Fig. 1: run 1, zoomed window
The bar under the picture is 5 um long. Window x 86 to 106, y 86 to 106 um. Cells in gray, sequential cells in the stronger gray; small squares are vias.
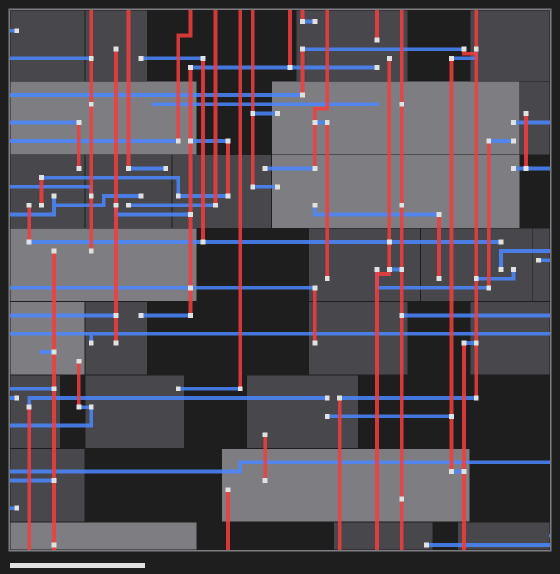
Fig. 2: run 1, routed metal per tile
26 x 26 tiles, from white (low) to dark blue (high), scaled to the fullest tile. Values are wire area over tile area, all layers added.
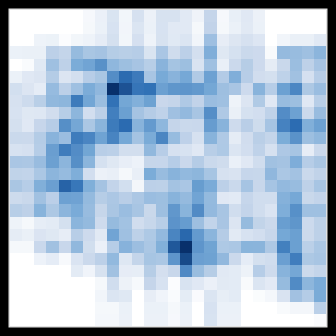
Fig. 3: run 1, wiring by layer
The bar under the picture is 50 um long. Two of the layers only.
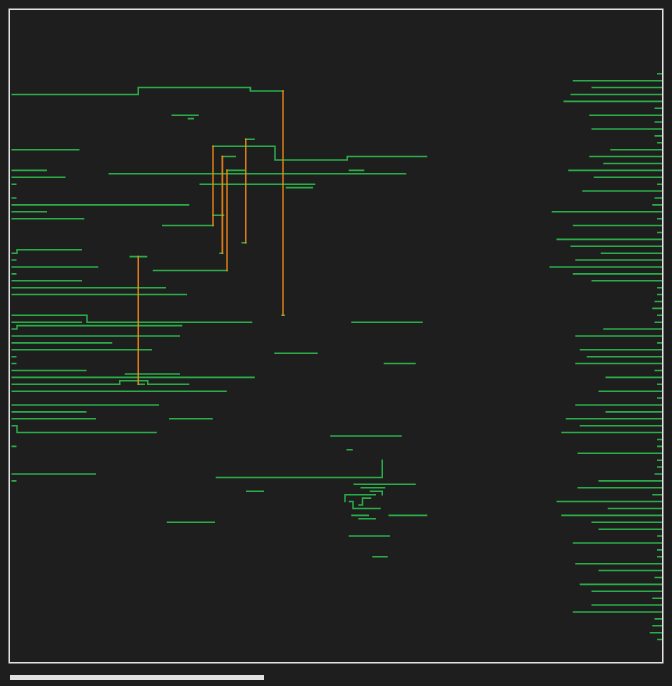
Fig. 4: run 1, met1 routing
The bar under the picture is 50 um long. Cells faint in the background.
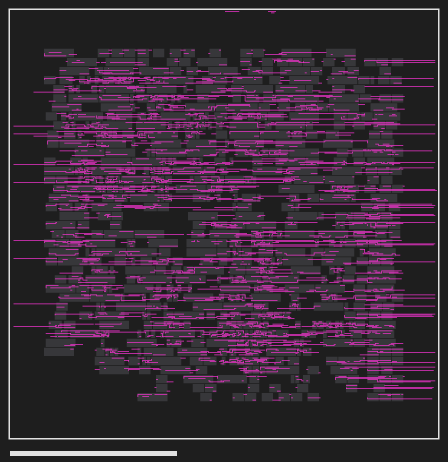
<file path="src/rtl/wb_cmd_bridge.sv">
// Byte-stream command parser in front of the wishbone master: decodes framed
// read/write commands, launches one transfer per frame and streams back status plus read data.
module wb_cmd_bridge #(
  parameter int ADDRESS_WIDTH = 16,
  parameter int MAX_PAYLOAD   = 8,
  parameter int LEN_N         = 3,
  parameter int RX_TIMEOUT    = 255
) (
  input  logic                       clk_i,
  input  logic                       rst_i,
  input  logic [7:0]                 rx_data,
  input  logic                       rx_valid,
  output logic                       rx_ready,
  output logic [7:0]                 tx_data,
  output logic                       tx_valid,
  input  logic                       tx_ready,
  output logic [ADDRESS_WIDTH-1:0]   transfer_address,
  output logic [8*MAX_PAYLOAD-1:0]   payload_out,
  input  logic [8*MAX_PAYLOAD-1:0]   payload_in,
  output logic [LEN_N-1:0]           payload_length,
  output logic                       start_read,
  output logic                       start_write,
  input  logic                       read_busy,
  input  logic                       write_busy,
  input  logic                       completed,
  input  logic                       timeout,
  output logic                       frame_error
);

  localparam int MAX_LEN = (MAX_PAYLOAD < (2**LEN_N - 1)) ? MAX_PAYLOAD : (2**LEN_N - 1);
  localparam int TW      = $clog2(RX_TIMEOUT + 1);

  typedef enum logic [2:0] {
    S_CMD, S_ADDR_HI, S_ADDR_LO, S_DATA, S_ISSUE, S_WAIT, S_RESP_STAT, S_RESP_DATA
  } state_t;

  state_t                     state_q, state_d;
  logic                       wr_q;
  logic [3:0]                 len_q;
  logic [LEN_N-1:0]           k_q;
  logic [7:0]                 status_q;
  logic [TW-1:0]              tmo_q;
  logic [ADDRESS_WIDTH-1:0]   addr_q;
  logic [8*MAX_PAYLOAD-1:0]   payload_q;
  logic [LEN_N-1:0]           plen_q;
  logic                       tx_valid_q;
  logic [7:0]                 tx_data_q;
  logic                       frame_error_q;

  logic       in_frame, rx_fire, tx_fire, rx_abort, len_ok, last_lane, master_done;
  logic [3:0] k_next;
  logic [2:0] rsvd_unused;

  assign rsvd_unused = rx_data[6:4];
  assign in_frame    = (state_q == S_ADDR_HI) || (state_q == S_ADDR_LO) || (state_q == S_DATA);
  assign rx_fire     = rx_valid && rx_ready;
  assign tx_fire     = tx_valid_q && tx_ready;
  assign rx_abort    = in_frame && !rx_fire && (tmo_q == TW'(RX_TIMEOUT - 1));
  assign len_ok      = (len_q != 4'd0) && (len_q <= 4'(MAX_LEN));
  assign k_next      = 4'(k_q) + 4'd1;
  assign last_lane   = (k_next == len_q);
  assign master_done = !read_busy && !write_busy && (completed || timeout);

  // State register
  always_ff @(posedge clk_i or posedge rst_i) begin
    if (rst_i) state_q <= S_CMD;
    else       state_q <= state_d;
  end

  // Next-state logic
  always_comb begin
    state_d = state_q;
    case (state_q)
      S_CMD:       if (rx_fire) state_d = S_ADDR_HI;
      S_ADDR_HI: begin
        if (rx_fire)       state_d = S_ADDR_LO;
        else if (rx_abort) state_d = S_CMD;
      end
      S_ADDR_LO: begin
        if (rx_fire) begin
          if (!len_ok)   state_d = S_RESP_STAT;
          else if (wr_q) state_d = S_DATA;
          else           state_d = S_ISSUE;
        end else if (rx_abort) begin
          state_d = S_CMD;
        end
      end
      S_DATA: begin
        if (rx_fire && last_lane) state_d = S_ISSUE;
        else if (rx_abort)        state_d = S_CMD;
      end
      S_ISSUE:     state_d = S_WAIT;
      S_WAIT:      if (master_done) state_d = S_RESP_STAT;
      S_RESP_STAT: begin
        if (tx_fire) state_d = (status_q == 8'h00 && !wr_q) ? S_RESP_DATA : S_CMD;
      end
      S_RESP_DATA: if (tx_fire && last_lane) state_d = S_CMD;
      default:     state_d = S_CMD;
    endcase
  end

  // Outputs decoded from state
  always_comb begin
    rx_ready    = in_frame || (state_q == S_CMD);
    start_write = (state_q == S_ISSUE) && wr_q;
    start_read  = (state_q == S_ISSUE) && !wr_q;
    if (rst_i) rx_ready = 1'b0;
  end

  // Frame capture, response sequencing and idle-timeout datapath
  always_ff @(posedge clk_i or posedge rst_i) begin
    if (rst_i) begin
      wr_q          <= 1'b0;
      len_q         <= '0;
      k_q           <= '0;
      status_q      <= '0;
      tmo_q         <= '0;
      addr_q        <= '0;
      payload_q     <= '0;
      plen_q        <= '0;
      tx_valid_q    <= 1'b0;
      tx_data_q     <= '0;
      frame_error_q <= 1'b0;
    end else begin
      frame_error_q <= rx_abort;
      if (rx_fire || !in_frame) tmo_q <= '0;
      else                      tmo_q <= tmo_q + 1'b1;

      case (state_q)
        S_CMD: if (rx_fire) begin
          wr_q  <= rx_data[7];
          len_q <= rx_data[3:0];
          k_q   <= '0;
        end
        S_ADDR_HI: if (rx_fire) addr_q[15:8] <= rx_data;
        S_ADDR_LO: if (rx_fire) begin
          addr_q[7:0] <= rx_data;
          if (!len_ok) status_q <= 8'h02;
        end
        S_DATA: if (rx_fire) begin
          payload_q[8*k_q +: 8] <= rx_data;
          k_q                   <= k_q + 1'b1;
        end
        S_WAIT: if (master_done) begin
          status_q <= timeout ? 8'h01 : 8'h00;
          k_q      <= '0;
        end
        S_RESP_STAT, S_RESP_DATA: begin
          // Each byte is loaded once, held until taken, then the slot empties for a cycle
          if (tx_fire) begin
            tx_valid_q <= 1'b0;
            if (state_q == S_RESP_DATA) k_q <= k_q + 1'b1;
          end else if (!tx_valid_q) begin
            tx_valid_q <= 1'b1;
            tx_data_q  <= (state_q == S_RESP_STAT) ? status_q : payload_in[8*k_q +: 8];
          end
        end
        default: ;
      endcase

      if (state_d == S_ISSUE) plen_q <= len_q[LEN_N-1:0];
    end
  end

  assign tx_valid         = tx_valid_q;
  assign tx_data          = tx_data_q;
  assign transfer_address = addr_q;
  assign payload_out      = payload_q;
  assign payload_length   = plen_q;
  assign frame_error      = frame_error_q;

endmodule

</file>
<file path="config.mk">
export PLATFORM = sky130hd
export DESIGN_NAME = wb_cmd_bridge
export DESIGN_NICKNAME = d
export VERILOG_FILES = /design/src/rtl/wb_cmd_bridge.sv
export SDC_FILE = /design/constraint.sdc
export NUM_CORES = 1
export LEC_CHECK = 0
export CAP_MARGIN = 0
export CORE_MARGIN = 10
export CORE_UTILIZATION = 46
export CTS_CLUSTER_SIZE = 24
export DETAILED_ROUTE_END_ITERATION = 16
export GPL_TIMING_DRIVEN = 0
export HOLD_SLACK_MARGIN = 0.03
export PLACE_DENSITY_LB_ADDON = 0.12
export SLEW_MARGIN = 5
export SYNTH_ARGS = -nofsm -noshare
export SYNTH_HDL_FRONTEND = slang
export SYNTH_SLANG_ARGS = --single-unit
</file>
<file path="constraint.sdc">
create_clock -name clk_i -period 4.5 [get_ports clk_i]
set_clock_uncertainty 0.2 [all_clocks]
set_input_delay 0.45 -clock clk_i [delete_from_list [all_inputs] [get_ports clk_i]]
set_output_delay 0.45 -clock clk_i [all_outputs]
set_load 0.05 [all_outputs]
</file>
==> impl_metrics.env, run 1 <==
# physical design summary
export IMPL_run_status="completed"
export IMPL_hold_buffers=0
export IMPL_layout_top_cell_excl_fill_tap="sky130_fd_sc_hd__clkdlybuf4s50_1"
export IMPL_reg2reg_slack_ns=0.60
export IMPL_final_hold_viol_count=0
export IMPL_setup_ws_ns=0.600
export IMPL_worst_setup_path_start_kind="flop"
export IMPL_routabilityCongestion=0.904
export IMPL_path_class="reg -> reg"
export IMPL_met2_wirelength_mm=8.37
export IMPL_startpoint="k_q[1]"
export IMPL_synth_seq_area_share_pct=52.7
export IMPL_clockRootBuffer="sky130_fd_sc_hd__clkbuf_16"
export IMPL_stdcell_count=836
export IMPL_worstReg2RegStart="k_q[1]"
export IMPL_irDropWorstVdd_uv=486
export IMPL_clkSlewWorstSetupHoldPaths_ns=0.05
export IMPL_worstMarginPinSlew_ns=1.09
export IMPL_maximum_fanout_along_the_worst_path=10
export IMPL_timing_fmax_mhz=256
export IMPL_dieHeight_um=129
export IMPL_clock_latency_late_pin_ns=0.40
export IMPL_arrival_time_worst_endpoint_ns=3.98
export IMPL_ant_nets=0
export IMPL_finalHoldWorstSlack_ns=0.277
export IMPL_placedCellCount=804
export IMPL_synth_distinct_cells=52
export IMPL_clock_tree_htree_level_count=4
export IMPL_power_frac_comb_pct=42.3
export IMPL_floorplan_die_area_um2=16500
export IMPL_max_stage_delay_ns=0.51
export IMPL_ff_latch_area_um2=2850
export IMPL_core_um2=11500
export IMPL_synthDominantAreaCellType="sky130_fd_sc_hd__dfrtp_1"
export IMPL_core_util_floorplan_pct=47.2
export IMPL_cts_repair_resized=0
export IMPL_mostFrequentLayoutCells="173 x sky130_fd_sc_hd__clkdlybuf4s50_1, 114 x sky130_fd_sc_hd__dfrtp_1, 108 x sky130_fd_sc_hd__nand2_1, 43 x sky130_fd_sc_hd__mux2_2, 28 x sky130_fd_sc_hd__o21ai_0"
export IMPL_power_sequential_fraction_pct=30.3
export IMPL_min_period_ns=3.90
export IMPL_area_delta_synth_final_pct=46.3
export IMPL_clk_buf_depth=2
export IMPL_top_area_share_pct=52.7
export IMPL_max_slew_margin_rel_pct=26.3
export IMPL_edf_count=0
export IMPL_route_vias_total=4576
export IMPL_p_leak_nw=3.43
export IMPL_crit_cells=11
export IMPL_dieWidth_um=129
export IMPL_crit_required_ns=4.58
export IMPL_filler_cell_count=893
export IMPL_routed_wl_mm=17.1
export IMPL_maximum_number_of_pins_on_one_net_before_global_route_repair=83
export IMPL_pins_over_slew_limit=0
export IMPL_tritoncts_num_sinks=114
export IMPL_netSwitchingFraction_pct=40.0
export IMPL_worst_r2r_endpoint="payload_length[2]"
export IMPL_avgSynthCellArea_um2=11.1
export IMPL_synthFlopType="sky130_fd_sc_hd__dfrtp_1"
export IMPL_logic_area_um2=2410
About Fig. 1:
| layer | color |
|---|---|
| M1 | blue |
| M2 | red |
sequential cells in the window: 5
most frequent: clkdlybuf4s50_1 (5), dfrtp_1 (5), mux2_2 (4)
cells with their middle in the window: 19
netlist names of flops here include: payload_out (5)

About Fig. 2:
mean over tiles: 0.17
emptiest ninth of the die: south-west
nearly empty tiles: 12%
tiles over half the peak: 13%

About Fig. 3:
| layer | color | wire length |
|---|---|---|
| M3 | green | 1810 um |
| M4 | orange | 144 um |

About Fig. 4:
share of all routed wire: 40%
wire length on this layer: 6800 um
main direction: horizontal
nets with wire on the layer: 700

run 1: layer usage:
metal | GRT usage, % | up-vias
met3 | 9.24 | 13
li1 | - | 2101
met2 | 34.4 | 192
met4 | 6.35 | 0
met1 | 23.8 | 2270
met5 | 0 | -
run 1: worst min path at each step:
stage / startpoint / endpoint / cells after the start
CTS: rst_i / tx_valid / 2
global route: tx_data[6] / tx_data[6] / 2
finish: tx_data[7] / tx_data[7] / 2
detailed placement: payload_out[60] / payload_out[60] / 2
global placement: payload_out[60] / payload_out[60] / 2
floorplan: status_q[1] / status_q[1] / 1
run 1: cells in the mapped netlist (all sizes together), types with 2 or more instances:
cell type,count
or4,2
mux2i,6
mux2,43
a21oi,8
dfrtp,114
nor3,6
or2,3
a22o,8
nand2,108
nand2b,2
nor3b,2
a31oi,3
o31ai,11
inv,9
or3,3
buf,5
o21a,2
nor2b,12
nor2,28
o21ai,28
xnor2,3
ha,5
xor2,6
and2,2
mux4,16
o22ai,2
clkbuf,16
nand3,14
or2b,2
nand4,4
run 1: layout make-up:
| cell class | count | share of cell area (%) |
|---|---|---|
| sequential | 114 | 36.0 |
| multi-input combinational | 343 | 30.5 |
| timing repair buffer | 174 | 22.2 |
| clock buffer | 20 | 5.76 |
| tap | 143 | 2.26 |
| buffer | 21 | 1.47 |
| clock inverter | 12 | 1.37 |
| inverter | 9 | 0.489 |
run 1: power groups by stage:
stage | Clock (mW) | Combinational, mW | Sequential, mW
3_3_place_gp | 0 | 1.90 | 1.40
6_report | 1.26 | 1.94 | 1.39
4_1_cts | 1.28 | 1.96 | 1.39
3_5_place_dp | 0 | 1.93 | 1.41
2_1_floorplan | 0 | 0.819 | 1.88
5_1_grt | 1.32 | 2.10 | 1.42
run 1: worst reg2reg max path, stage by stage, from the launching register on:
cell and delay, ns:
sky130_fd_sc_hd__dfrtp_1 0.37, sky130_fd_sc_hd__clkbuf_1 0.44, sky130_fd_sc_hd__clkbuf_1 0.50, sky130_fd_sc_hd__inv_1 0.11
sky130_fd_sc_hd__ha_1 0.29, sky130_fd_sc_hd__clkbuf_1 0.27, sky130_fd_sc_hd__xnor2_1 0.16, sky130_fd_sc_hd__o211a_1 0.23
sky130_fd_sc_hd__a311oi_1 0.13, sky130_fd_sc_hd__a2111oi_1 0.51, sky130_fd_sc_hd__nand4_1 0.25, sky130_fd_sc_hd__mux2_2 0.33
run 1: through the flow:
step | instance area [um2] | TNS (ns)
2_1_floorplan | 5420 | 0
5_1_grt | 7930 | 0
3_5_place_dp | 7360 | 0
3_3_place_gp | 7330 | -96.50
4_1_cts | 7930 | 0
6_report | 7930 | 0
run 1: sequential cells by signal, indices dropped and copies added (netlist names):
register and cells:
k_q 3, payload_out 64, wr_q 1, status_q 2, tx_data 8, tmo_q 8
tx_valid 1, frame_error 1, payload_length 3, len_q 4, transfer_address 16, state_q 3
run 1: logic make-up after synthesis:
logic type	count (synthesis)	synth area share, %
adder cells (fa/ha/maj)	5	1.16
XOR/XNOR	10	1.89
flip-flops	114	52.7
AND/OR/NAND/NOR	193	16.3
buffers and inverters	30	2.77
AND-OR/OR-AND	70	8.52
multiplexers	65	16.7
Fig. 5: run 1, congestion heat map
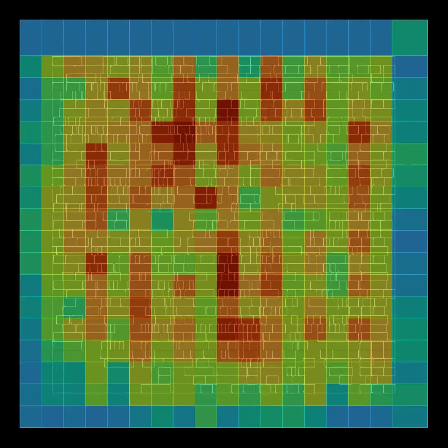

--- run 2 (diff from run 1) ---
==> constraint.sdc (replaced) <==
create_clock -name clk_i -period 3.77 [get_ports clk_i]
set_clock_uncertainty 0.2 [all_clocks]
set_input_delay 0.377 -clock clk_i [delete_from_list [all_inputs] [get_ports clk_i]]
set_output_delay 0.377 -clock clk_i [all_outputs]
set_load 0.05 [all_outputs]
Fig. 6: run 2, congestion heat map
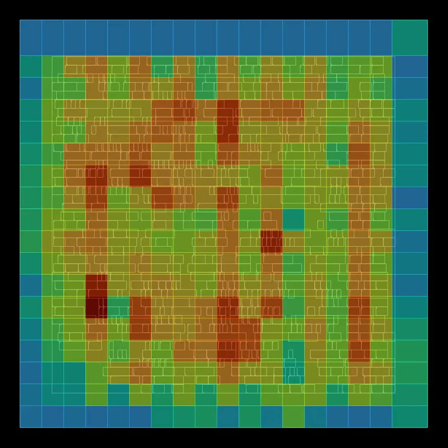
post-layout utilization of the core: 68.8%
Global Route met3 Usage: 9.49%
aggregate global-route resource usage: 20.0%
most crowded layer after global routing: met2

Fig. 7: run 2, routed metal per tile
26 x 26 tiles, from white (low) to dark blue (high), scaled to the fullest tile. Values are wire area over tile area, all layers added.
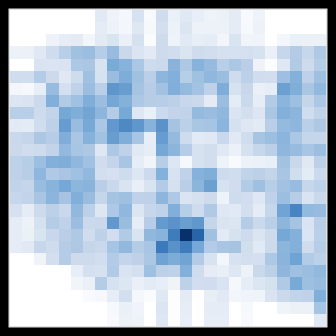
tiles over half the peak: 5.3%
densest ninth of the die: west
mean over tiles: 0.17

Fig. 8: run 2, zoomed window
The bar under the picture is 5 um long. Window x 86 to 106, y 86 to 106 um. Cells in gray, sequential cells in the stronger gray; small squares are vias.
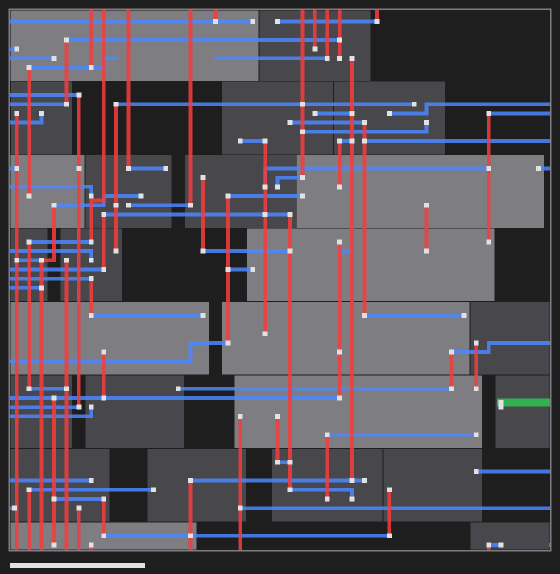
| layer | color |
|---|---|
| M1 | blue |
| M2 | red |
| M3 | green |
netlist names of flops here include: payload_out (6)
sequential cells in the window: 6
cells with their middle in the window: 21
most frequent: mux2_2 (6), clkdlybuf4s50_1 (6), dfrtp_1 (6)

==> impl_metrics.env, run 2 <==
# physical design summary
export IMPL_max_slew_margin_rel_pct=26.5
export IMPL_routed_wl_mm=16.6
export IMPL_edf_count=0
export IMPL_ant_nets=0
export IMPL_routabilityCongestion=0.932
export IMPL_synth_seq_area_share_pct=52.7
export IMPL_worstReg2RegStart="k_q[1]"
export IMPL_maximum_fanout_along_the_worst_path=10
export IMPL_clock_latency_late_pin_ns=0.40
export IMPL_top_area_share_pct=52.7
export IMPL_worst_setup_path_start_kind="flop"
export IMPL_synth_distinct_cells=52
export IMPL_largest_reg_flops=64
export IMPL_avgSynthCellArea_um2=11.1
export IMPL_p_leak_nw=3.43
export IMPL_timing_fmax_mhz=288
export IMPL_core_util_floorplan_pct=47.2
export IMPL_startpoint="k_q[1]"
export IMPL_irDropWorstVdd_uv=634
export IMPL_clk_buf_depth=2
export IMPL_overflow=0
export IMPL_clkSlewWorstSetupHoldPaths_ns=0.05
export IMPL_crit_required_ns=3.85
export IMPL_core_um2=11500
export IMPL_area_delta_synth_final_pct=45.8
export IMPL_max_cap_violations=0
export IMPL_tritoncts_num_sinks=114
export IMPL_power_sequential_fraction_pct=31.1
export IMPL_dieHeight_um=129
export IMPL_clock_tree_htree_level_count=4
export IMPL_top_cells_area="sky130_fd_sc_hd__dfrtp_1 53%, sky130_fd_sc_hd__mux2_2 8.9%, sky130_fd_sc_hd__nand2_1 7.5%, sky130_fd_sc_hd__mux4_2 6.7%, sky130_fd_sc_hd__o21ai_0 2.6%"
export IMPL_power_frac_comb_pct=42.9
export IMPL_crit_cells=11
export IMPL_layout_drive_gt1_share_pct=16.7
export IMPL_maximum_number_of_pins_on_one_net_before_global_route_repair=42
export IMPL_worstMarginPinSlew_ns=1.09
export IMPL_clockRootBuffer="sky130_fd_sc_hd__clkbuf_16"
export IMPL_met2_wirelength_mm=7.67
export IMPL_netSwitchingFraction_pct=40.1
export IMPL_pins_over_slew_limit=0
export IMPL_arrival_time_worst_endpoint_ns=3.55
export IMPL_worst_r2r_endpoint="payload_length[0]"
export IMPL_numCtsBuffers=17
export IMPL_placedInstanceArea_um2=7370
export IMPL_final_hold_viol_count=0
export IMPL_floorplan_die_area_um2=16500
export IMPL_min_period_ns=3.47
export IMPL_run_status="completed"
export IMPL_hold_start="transfer_address[2]"
export IMPL_layout_top_cell_excl_fill_tap="sky130_fd_sc_hd__clkdlybuf4s50_1"
export IMPL_mostFrequentLayoutCells="173 x sky130_fd_sc_hd__clkdlybuf4s50_1, 114 x sky130_fd_sc_hd__dfrtp_1, 108 x sky130_fd_sc_hd__nand2_1, 43 x sky130_fd_sc_hd__mux2_2, 28 x sky130_fd_sc_hd__o21ai_0"
export IMPL_finalHoldWorstSlack_ns=0.270
export IMPL_post_route_cell_area_um2=7900
export IMPL_route_vias_total=4527
export IMPL_synth_top_cells_by_count="114 x sky130_fd_sc_hd__dfrtp_1, 108 x sky130_fd_sc_hd__nand2_1, 43 x sky130_fd_sc_hd__mux2_2"
export IMPL_synthFlopType="sky130_fd_sc_hd__dfrtp_1"
## run 2: cell counts after synthesis
No cell type changed its count.
## run 2: timing repair
action,CTS,global route
gates resized,1,2
hold buffers,0,0
endpoints found under the setup margin,3,7
pin swaps,0,0
## run 2: tightest hold or removal path: cells and delay by family (launching register included)
| family | cells | cell delay [ns] |
|---|---|---|
| AND/OR/NAND/NOR | 2 | 0.10 |
| flip-flops | 1 | 0.34 |
## run 2: cell type report
type	count	area, um2
clock inverters	11	65.1
multi-input cells	343	2410
plain buffers	21	119
clock buffers	20	457
inverters	9	37.5
repair buffers	175	1770
flip-flops and latches	114	2850
well taps	143	179
fillers	898	3570
## run 2: cell families after synthesis
group                      Yosys count  synth area share, %
AOI/OAI and AO/OA                   70                 8.52
buffers and inverters               30                 2.77
and+or+nand+nor                    193                 16.3
muxes                               65                 16.7
DFF                                114                 52.7
adders and majority gates            5                 1.16
xor gates and xnor gates            10                 1.89
## run 2: power by group through the flow
stage	clock network (mW)	logic (mW)	registers, mW
6_report	1.39	2.30	1.67
3_5_place_dp	0	2.30	1.68
5_1_grt	1.48	2.49	1.70
4_1_cts	1.42	2.32	1.67
3_3_place_gp	0	2.28	1.67
2_1_floorplan	0	0.978	2.25
## run 2: how the worst min path moves through the flow
stage,cells past startpoint,slack [ns],to
2_1_floorplan,2,0.28,transfer_address[0]
3_3_place_gp,2,0.25,payload_out[61]
3_5_place_dp,2,0.26,payload_out[60]
4_1_cts,3,0.26,transfer_address[7]
5_1_grt,3,0.29,transfer_address[7]
6_report,2,0.27,transfer_address[2]
## run 2: per-layer routing
layer  vias to the layer above  GRT usage (%)
met2                       203           31.3
met1                      2205           24.7
li1                       2108              -
met3                        11           9.49
met4                         0           4.58
met5                         -              0
## run 2: stage by stage
step,TNS (ns),setup WS (ns),std cells,util (%)
floorplan,0,0.473,487,-
global placement,-3.61,-0.921,803,63.9
global route,0,0.105,836,68.8
detailed placement,-0.102,-0.0421,805,64.3
finish,0,0.300,836,68.8
CTS,0,0.112,836,68.8
Power figures rest on the tool's default switching activity, not on a simulated workload.
